M1 wires:
Bar = 200 um. Cells faint in the background.
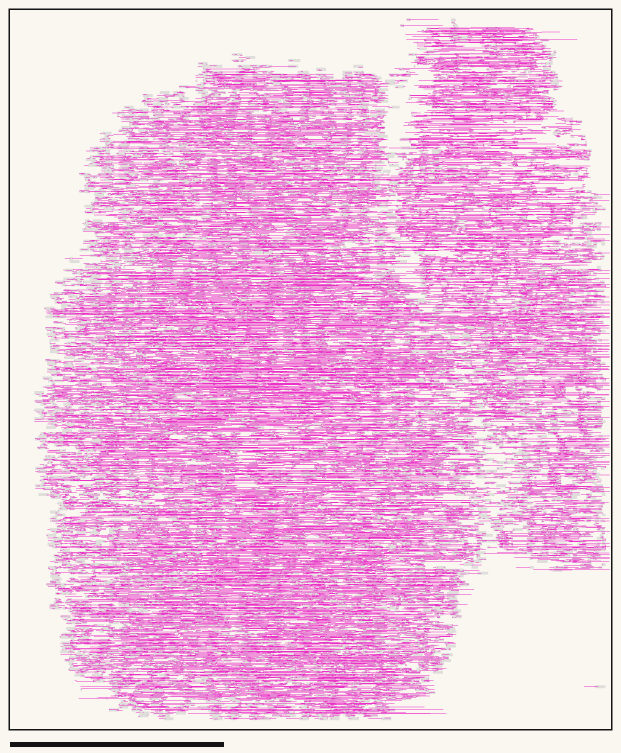
Metal 2:
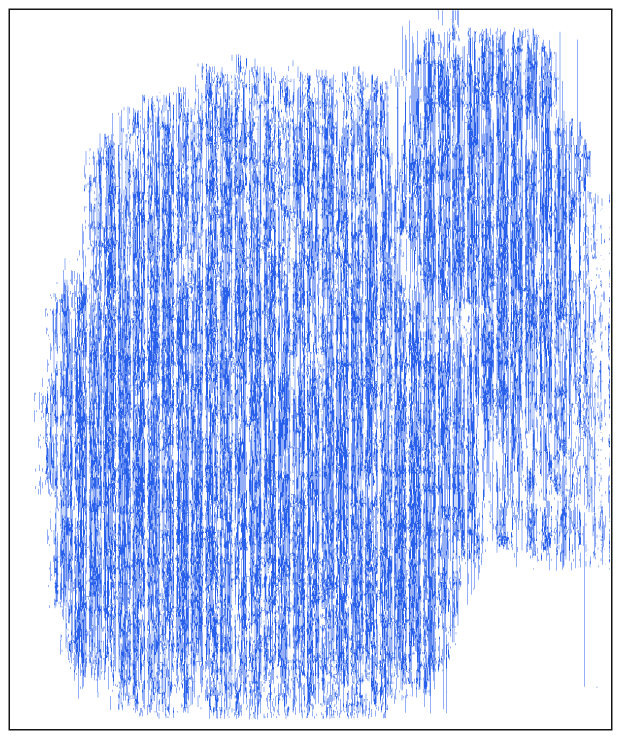
Signal wires on met3:
Bar = 200 um.
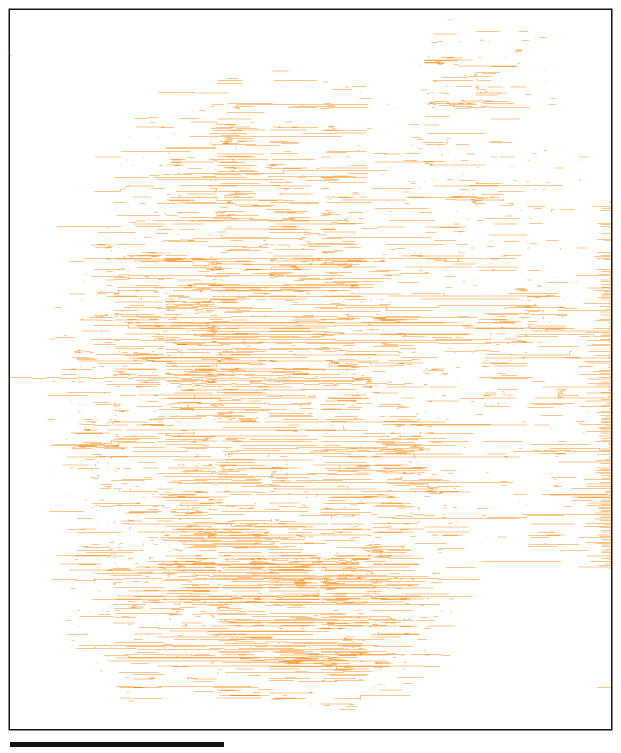
==> config.mk <==
export PLATFORM = sky130hd
export DESIGN_NAME = riscv_ex_mem_wb
export DESIGN_NICKNAME = d
export VERILOG_FILES = /design/src/rtl/riscv_ex_mem_wb.sv
export SDC_FILE = /design/constraint.sdc
export NUM_CORES = 2
export LEC_CHECK = 0
export CORE_ASPECT_RATIO = 1.2
export CORE_MARGIN = 5
export CORE_UTILIZATION = 30
export DETAILED_ROUTE_END_ITERATION = 7
export GPL_TIMING_DRIVEN = 0
export PLACE_DENSITY = 0.47
export SYNTH_ARGS = -nofsm -noshare
export SYNTH_HDL_FRONTEND = slang
export SYNTH_SLANG_ARGS = --single-unit
==> constraint.sdc <==
create_clock -name clk -period 5.4 [get_ports clk]
set_input_delay 1.35 -clock clk [delete_from_list [all_inputs] [get_ports clk]]
set_output_delay 1.35 -clock clk [all_outputs]
set_load 0.02 [all_outputs]
==> out/qor.csv <==
metric;value;unit
maximum_number_of_pins_on_one_net_before_global_route_repair;178;
multiInputCombCellCount;5299;
synth_stat.cells;8583;
synthXorXnorAreaFrac;1.074;%
sh_comb_area;36.27;%
worstMarginPinSlew;1555;ps
number_of_clock_buffers_in_the_layout;393;
p_seq_share;39.2;%
synth-compound-area-share;12.58;%
die_x_extent;561.2;um
syn_to_final_growth;22.07;%
worst-path-max-fanout;10;
cts_num_sinks;2347;
vdd.ir_drop.worst;0.0002492;V
hold_path_class;input pin to async pin;
fraction_of_post_synthesis_cell_area_in_the_top_cell_type_by_area;53.71;%
core_area;362700;sq um
post-route-worst-setup-slack;-319.5;ps
timing.final.max_slew_violations;40;
place_congestion;0.9810;
nFlopsAndLatches;2347;
worst-endpoint-required;6220;ps
fp_util;30.15;%
postSynthRegisterBits;2347;
share_clk_of_total_power;42.1;%
setup_viol;72;
inverter_tally_of_the_final_layout_excluding_the_clock_network;120;
power.leakage;60.27;nW
run_status;finished, violations left;
power_frac_comb;18.7;%
yosys_warnings;0;
clockBufferDepth;4;
die_h;671.4;um
drt-pass1-iter-count;6;
cts_tree;done;
ys_chip_area;109400;sq um
fillers;35207;
setup-tns-final;-5280;ps
grt_util_all_layers;33.07;%
maxClockFrequency;174.8;MHz
synth-simple-area-share;3.348;%
max_cap_violations;5;
yosysMostFrequentCell;sky130_fd_sc_hd__dfrtp_1;
signal_buf_overhead;7.990;%
finalClockSkew;94.51;ps
layout.clock.cell_area_share;6.794;%
synthMuxAreaShare;24.36;%
violations;max-capacitance violations, max-slew violations, negative setup slack;
About 'M1 wires':
The layer carries 247 mm of wire. 9,218 nets have wire on it.
via count: 87,177
total length of routed wires: 644.6 mm
grt met1 use: 40.56%

About 'metal 2':
The layer holds 43% of the routed length. The wires run mostly vertical.
global routing usage on met2: 49.01%

About 'signal wires on met3':
The layer carries 58.7 mm of wire. The wires run mostly horizontal. The longest straight run is 280 um. The layer holds 9.1% of the routed length.
GR Util met3: 8.989%

[repair_timing]
action / 4_1_cts / 5_1_grt
setup buffers: 67 / 62
hold buffers: 0 / 0
gates resized: 358 / 122
pin swaps: 45 / 42
hold endpoints to repair: 0 / 0
gates cloned: 0 / 0
endpoints found under the setup margin: 1232 / 62
[cells in the final DEF (no fill, tap or decap), drive strengths merged, types with 60 or more instances in the layout]
master	synthesis	routed
nor4	60	60
buf	161	448
a221oi	254	254
a22o	230	230
nor2	285	285
mux2	2179	2179
clkbuf	656	1029
mux2i	191	191
ha	127	127
diode	0	66
inv	117	127
a22oi	574	574
a31oi	246	246
nand2	172	172
clkdlybuf4s50	0	232
xnor2	74	74
dfrtp	2347	2347
a21oi	226	226
o21ai	141	141
[cells by family (layout without fill, tap and decap cells)]
kind of cell,count (synthesis),count (layout)
xor gates and xnor gates,132,132
buffers and inverters,937,1917
adders and majority gates,131,131
other,0,66
DFF,2347,2347
AOI/OAI and AO/OA,1895,1895
muxes,2370,2370
and+or+nand+nor,771,771
[per-layer routing]
layer  vias to the layer above  share of wire [%]
met4                        56                9.7
met5                         -              0.056
met2                      5247                 43
li1                      33596                  -
met1                     46597                 38
met3                      1681                9.1
[stage by stage]
| stage | cell area, sq um | util, % | total power, W | cells | hold WS [ps] |
|---|---|---|---|---|---|
| 2_1_floorplan | 109500 | - | 0.02024 | 8583 | 392.9 |
| 3_5_place_dp | 121600 | 33.52 | 0.02632 | 13738 | 441.4 |
| 5_1_grt | 133300 | 36.76 | 0.04661 | 14327 | 469.1 |
| 4_1_cts | 132500 | 36.53 | 0.04575 | 14271 | 444.6 |
| 3_3_place_gp | 117700 | 32.46 | 0.02551 | 13574 | 435.5 |
| 6_report | 133500 | 36.80 | 0.04614 | 14387 | 409.8 |
No activity file was given, so power comes from the tool's default toggle rates.
